`src/rtl/fp_mon_pkg.sv`:
```
// Shared rule indices and exponent helpers for the floating-point status monitor.
package fp_mon_pkg;

  localparam int RULE_ZERO = 0;
  localparam int RULE_INF  = 1;
  localparam int RULE_NAN  = 2;
  localparam int RULE_TINY = 3;
  localparam int RULE_HUGE = 4;
  localparam int NUM_RULES = 5;

  function automatic logic [31:0] exp_all_ones(input int exp_w);
    return (32'd1 << exp_w) - 32'd1;
  endfunction

endpackage

```
`src/rtl/fp_mon_delay.sv`:
```
// Fixed-depth shift register that realigns operand launch info with the multiplier result.
module fp_mon_delay #(
  parameter int DATA_W = 17,
  parameter int STAGES = 3
) (
  input  logic              clk,
  input  logic              rst_n,
  input  logic [DATA_W-1:0] d,
  output logic [DATA_W-1:0] q
);

  logic [DATA_W-1:0] pipe_p [STAGES];

  // Cleared on reset so launches in flight never reach the checker.
  always_ff @(posedge clk or negedge rst_n) begin
    if (!rst_n) begin
      for (int i = 0; i < STAGES; i++) pipe_p[i] <= '0;
    end else begin
      pipe_p[0] <= d;
      for (int i = 1; i < STAGES; i++) pipe_p[i] <= pipe_p[i-1];
    end
  end

  assign q = pipe_p[STAGES-1];

endmodule

```
`src/rtl/fp_status_monitor.sv`:
```
// Checks multiplier status flags against the result/operand exponents and logs violations.
// Optional first-failure capture is built when FP_STATUS_MONITOR_CAPTURE_EN is defined.
module fp_status_monitor
  import fp_mon_pkg::*;
#(
  parameter int EXP_W   = 8,
  parameter int MAN_W   = 23,
  parameter int LATENCY = 3,
  parameter int CNT_W   = 16,
  localparam int W      = 1 + EXP_W + MAN_W
) (
  input  logic                       clk,
  input  logic                       rst_n,
  input  logic                       mon_en,
  input  logic                       in_valid,
  input  logic [W-1:0]               a,
  input  logic [W-1:0]               b,
  input  logic [W-1:0]               z,
  input  logic [7:0]                 status,
  input  logic                       clr,
  output logic [NUM_RULES-1:0]       err_sticky,
  output logic                       err_any,
  output logic                       irq,
  output logic [NUM_RULES*CNT_W-1:0] viol_cnt,
  output logic                       cap_valid,
  output logic [NUM_RULES-1:0]       cap_rule,
  output logic [W-1:0]               cap_z,
  output logic [CNT_W-1:0]           cap_time
);

  localparam int                 DLY_W    = 1 + 2*EXP_W;
  localparam logic [EXP_W-1:0]   EXP_ONES = EXP_W'(exp_all_ones(EXP_W));
  localparam logic [EXP_W-1:0]   EXP_HUGE = EXP_ONES - 1'b1;
  localparam logic [EXP_W-1:0]   EXP_ONE  = EXP_W'(1);
  localparam logic [CNT_W-1:0]   CNT_MAX  = '1;

  function automatic logic [CNT_W-1:0] sat_inc(input logic [CNT_W-1:0] v);
    return (v == CNT_MAX) ? v : v + 1'b1;
  endfunction

  logic [DLY_W-1:0]     dly_d_p0, dly_q;
  logic                 chk_v;
  logic [EXP_W-1:0]     exp_a_d, exp_b_d, exp_z;
  logic [MAN_W-1:0]     mant_z;
  logic [NUM_RULES-1:0] rule_fail_p0, sticky_base;
  logic [NUM_RULES-1:0] sticky_p1;
  logic                 irq_p1;
  logic [CNT_W-1:0]     ts_p1;
  logic                 unused_bits;

  assign dly_d_p0 = {in_valid, a[W-2 -: EXP_W], b[W-2 -: EXP_W]};

  fp_mon_delay #(.DATA_W(DLY_W), .STAGES(LATENCY)) u_delay (
    .clk   (clk),
    .rst_n (rst_n),
    .d     (dly_d_p0),
    .q     (dly_q)
  );

  assign chk_v   = dly_q[DLY_W-1];
  assign exp_a_d = dly_q[2*EXP_W-1 -: EXP_W];
  assign exp_b_d = dly_q[EXP_W-1:0];
  assign exp_z   = z[W-2 -: EXP_W];
  assign mant_z  = z[MAN_W-1:0];

  assign unused_bits = ^{status[7:5], a[W-1], a[MAN_W-1:0], b[W-1], b[MAN_W-1:0], z[W-1]};

  // Stage p0: rule evaluation on the realigned launch and the current result.
  always_comb begin
    rule_fail_p0 = '0;
    if (chk_v && mon_en) begin
      rule_fail_p0[RULE_ZERO] = status[RULE_ZERO] && (exp_z != '0);
      rule_fail_p0[RULE_INF]  = status[RULE_INF]  && (exp_z != EXP_ONES);
      rule_fail_p0[RULE_NAN]  = status[RULE_NAN]  &&
                                !(((exp_a_d == '0) && (exp_b_d == EXP_ONES)) ||
                                  ((exp_a_d == EXP_ONES) && (exp_b_d == '0)));
      rule_fail_p0[RULE_TINY] = status[RULE_TINY] &&
                                !((exp_z == '0) || ((exp_z == EXP_ONE) && (mant_z == '0)));
      rule_fail_p0[RULE_HUGE] = status[RULE_HUGE] &&
                                !((exp_z == EXP_ONES) || ((exp_z == EXP_HUGE) && (mant_z == '1)));
    end
  end

  // Clear is folded in before the new violations so both land in the same cycle.
  assign sticky_base = clr ? '0 : sticky_p1;

  // Stage p1: registered log of violations.
  always_ff @(posedge clk or negedge rst_n) begin
    if (!rst_n) begin
      sticky_p1 <= '0;
      irq_p1    <= 1'b0;
      ts_p1     <= '0;
    end else begin
      sticky_p1 <= sticky_base | rule_fail_p0;
      irq_p1    <= (|rule_fail_p0) && !(|sticky_base);
      ts_p1     <= clr ? '0 : ts_p1 + 1'b1;
    end
  end

  for (genvar r = 0; r < NUM_RULES; r++) begin : g_cnt
    logic [CNT_W-1:0] cnt_p1, cnt_base;
    assign cnt_base = clr ? '0 : cnt_p1;
    always_ff @(posedge clk or negedge rst_n) begin
      if (!rst_n) cnt_p1 <= '0;
      else        cnt_p1 <= rule_fail_p0[r] ? sat_inc(cnt_base) : cnt_base;
    end
    assign viol_cnt[r*CNT_W +: CNT_W] = cnt_p1;
  end

  assign err_sticky = sticky_p1;
  assign err_any    = |sticky_p1;
  assign irq        = irq_p1;

`ifdef FP_STATUS_MONITOR_CAPTURE_EN
  logic                 cap_valid_p1, cap_valid_base;
  logic [NUM_RULES-1:0] cap_rule_p1;
  logic [W-1:0]         cap_z_p1;
  logic [CNT_W-1:0]     cap_time_p1, ts_base;

  assign cap_valid_base = clr ? 1'b0 : cap_valid_p1;
  assign ts_base        = clr ? '0 : ts_p1;

  // First violation after reset/clear is frozen until the next clear.
  always_ff @(posedge clk or negedge rst_n) begin
    if (!rst_n) begin
      cap_valid_p1 <= 1'b0;
      cap_rule_p1  <= '0;
      cap_z_p1     <= '0;
      cap_time_p1  <= '0;
    end else if (!cap_valid_base && (|rule_fail_p0)) begin
      cap_valid_p1 <= 1'b1;
      cap_rule_p1  <= rule_fail_p0;
      cap_z_p1     <= z;
      cap_time_p1  <= ts_base;
    end else if (clr) begin
      cap_valid_p1 <= 1'b0;
      cap_rule_p1  <= '0;
      cap_z_p1     <= '0;
      cap_time_p1  <= '0;
    end
  end

  assign cap_valid = cap_valid_p1;
  assign cap_rule  = cap_rule_p1;
  assign cap_z     = cap_z_p1;
  assign cap_time  = cap_time_p1;
`else
  assign cap_valid = 1'b0;
  assign cap_rule  = '0;
  assign cap_z     = '0;
  assign cap_time  = '0;
`endif

endmodule

```
`config.mk`:
```
export PLATFORM = sky130hd
export DESIGN_NAME = fp_status_monitor
export DESIGN_NICKNAME = d
export VERILOG_FILES = /design/src/rtl/fp_mon_pkg.sv /design/src/rtl/fp_mon_delay.sv /design/src/rtl/fp_status_monitor.sv
export SDC_FILE = /design/constraint.sdc
export NUM_CORES = 1
export LEC_CHECK = 0
export CAP_MARGIN = 20
export CORE_UTILIZATION = 42
export CTS_BUF_LIST = sky130_fd_sc_hd__clkbuf_8
export CTS_CLUSTER_SIZE = 40
export DETAILED_ROUTE_END_ITERATION = 8
export MAX_ROUTING_LAYER = met4
export PLACE_DENSITY_LB_ADDON = 0.3
export SLEW_MARGIN = 20
export SYNTH_ARGS = -nofsm -noshare
export SYNTH_HDL_FRONTEND = slang
export SYNTH_HIERARCHICAL = 1
export SYNTH_SLANG_ARGS = --single-unit
```
`constraint.sdc`:
```
create_clock -name clk -period 1.9 [get_ports clk]
set_clock_uncertainty 0.05 [all_clocks]
set_input_delay 0.285 -clock clk [delete_from_list [all_inputs] [get_ports clk]]
set_output_delay 0.285 -clock clk [all_outputs]
set_load 0.03 [all_outputs]
```
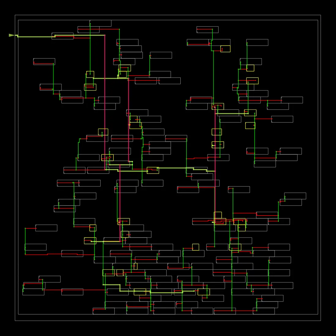
(images/final_clocks.png)
TritonCTS Buffers: 17
Seq cells: 137

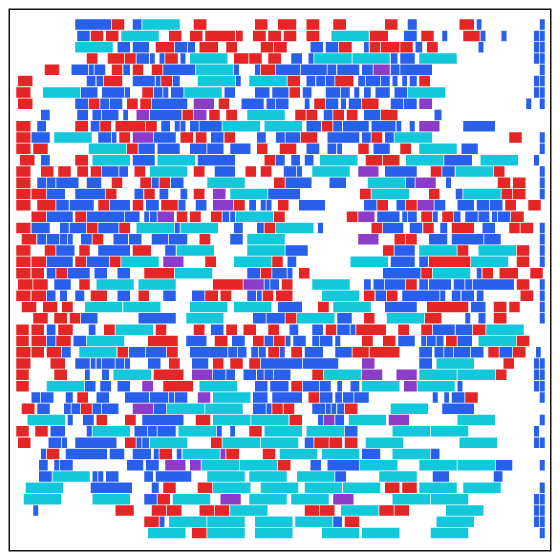
(images/cell_classes.png)
| colour | class | cells |
|---|---|---|
| red | other buffers and delay cells | 306 |
| purple | clock drivers and dummy loads | 32 |
| cyan | flops | 137 |
| blue | all other logic | 469 |
final core occ: 67.7%
Core Rows: 46
post-route cell area: 0.0108 mm^2
Seq area share: 31.7%
Core ar.: 0.0159 mm^2

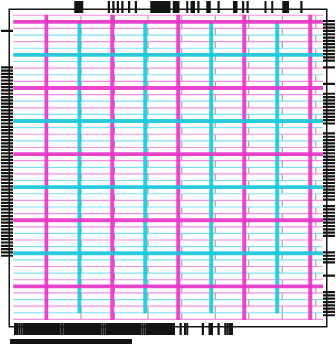
(images/pdn.png)
Scale bar: 50 um. Pins as bars on the die edge. Tap cells in grey.
| colour | net |
|---|---|
| cyan | VDD |
| magenta | VSS |
met4 straps: 9
met1 rails: 47
rows: 46
die width: 130 um
die height: 130 um
Peak VDD IR: 0.354 mV

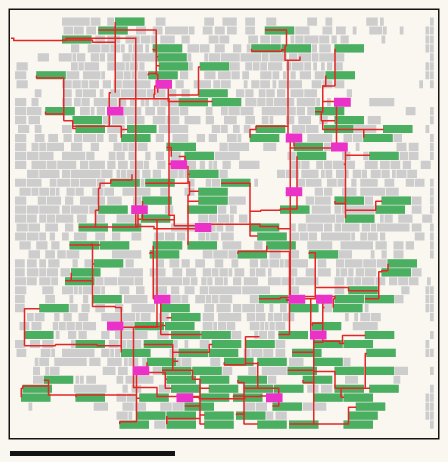
(images/clock_map.png)
Scale bar: 50 um.
[green] flip-flops | count: 137
[magenta] cells driving clock nets | count: 17
[red] clock wires | length: 1700 um
routed clock nets: 18
flops lie: spread over the die
Clock net power: 2.24 mW
Worst-Skew Late Latency: 0.45 ns

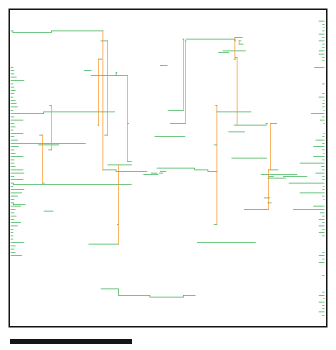
(images/metal_stack.png)
Scale bar: 50 um. Two of the layers only.
| colour | layer | wire length |
|---|---|---|
| orange | met4 | 415 um |
| green | met3 | 783 um |
post-detailed-routing wire length: 19.3 mm
routed len/inst: 16.6 um
Tot GR Track Use: 24.4%

==> impl_metrics.toml <==
# implementation run metrics
[final_layout]
lay_top_count = "buf_4"
final-nonclk-buf-share_pct = 25.8
drive_gt1_share_pct = 35.6
final-comb-area_mm2 = 0.00391
nFillCells = 1221
nMultiInputCombCells = 461
top_area_cell_class = "multi-input combinational cells"
inverters = 8
regArea_mm2 = 0.00343
fin_cells = 1160
final_net_count = 1045
largest-register = "g_cnt.cnt_p1"
signal_buffers = 306
final_cell_mix = "buf_4 (138), dfrtp_1 (137), dlygate4sd2_1 (76)"
comb_share_pct = 36.2
nClkBuffers = 17

[worst_setup_path]
worst-path-stages = 6
crit_fanout = 6
r2r-start = "u_delay/q[15]"
reg2reg_depth = 6
slowest_delay_ns = 0.56
cp_top_family = "simple AND/OR/NAND/NOR gates"
critPathBufInv = 1
start_kind = "register"
endpoint_kind = "register"
required_ns = 2.18
slowest_stage = "or4_4"
crit_end = "g_cnt[2].cnt_p1[1]"
arrival_ns = 2.37
critPathKind = "register to register"
worstReg2RegEnd = "g_cnt[2].cnt_p1[1]"

[drt]
drc = 0
top_layer_used = "met4"
vias_per_cell = 5.19
dr.pass1.iters = 4
ant_nets = 0
wl_met3_um = 782
drt-met1-wl_mm = 8.00
wl_met2_mm = 10.1

[synth]
synth_area_mm2 = 0.00688
synth.distinct_cells = 59
ys_seq_share_pct = 49.8
ys_chip_area_mm2 = 0.00688
synth-edff-count = 0
yosys-stat-cells = 646
mux_share_pct = 2.44
yosysWarnings = 6
async_flop_share_pct = 100
most_common_cell = "dfrtp_1"
synthFlopType = "dfrtp_1"
yosys-top-cells-area = "dfrtp_1 (50%), buf_4 (8.2%), xnor2_1 (5.2%)"
syn_inst = 646
ys_top_cells_by_count = "dfrtp_1 (137), buf_4 (75), xnor2_1 (41)"
synthAdderAreaFrac_pct = 0.909
ys_sh_simple_pct = 23.5
syn-mean-instance-area_um2 = 10.7

[min_path]
holdPathStages = 2
hp-start = "clr"
hold_end = "err_sticky[2]"
hp-class = "primary input to register"

[clocking]
ctsHoldBuffers = 1
ctsResizeCount = 137
clock-root-buffer = "clkbuf_8"
cts_sinks = 137
cts_setup_buffers = 12
path_clk_slew_ns = 0.09

[sta]
hold_viol = 0
rsz0062_at_grt = "true"
fin_tns_setup_ns = -2.35
fmax_ghz = 0.478
drv_slew = 0
setup_viol = 22
worstMarginPinSlew_ns = 0.720
fin_crit_ns = 2.09
finalWorstSetupSlack_ns = -0.194

[pwr]
power.share.sequential_pct = 50.0
p_leak_nw = 5.03
p_sw_share_pct = 29.6
power_mw = 6.06
internal_power_mw = 4.26
p_sw_mw = 1.79
powerDensity_mw_per_mm2 = 561
seq-power_mw = 3.03
power_leader = "sequential cells"

[grt]
met3_usage_pct = 5.37
gr-total-overflow = 0
grt_pass1_vias = 6110
grt-busiest-layer = "met2"
grt_max_degree = 63
grt_pass1_wl_mm = 30.3
groute.layer.met2.usage_pct = 41.2
gr-usage-met1_pct = 28.4

[outcome]
status = "finished with violations"
violations = "negative setup slack"

[place]
dpl.cell_count = 1104
placed_area_mm2 = 0.00963
hpwl_mm = 13.5
finalWeightedCongestion = 0.863
io_buffers = 143

[floorplan]
die_area_mm2 = 0.0169
pin_count = 250

[job]
cap_violations = 0
Power figures rest on the tool's default switching activity, not on a simulated workload.
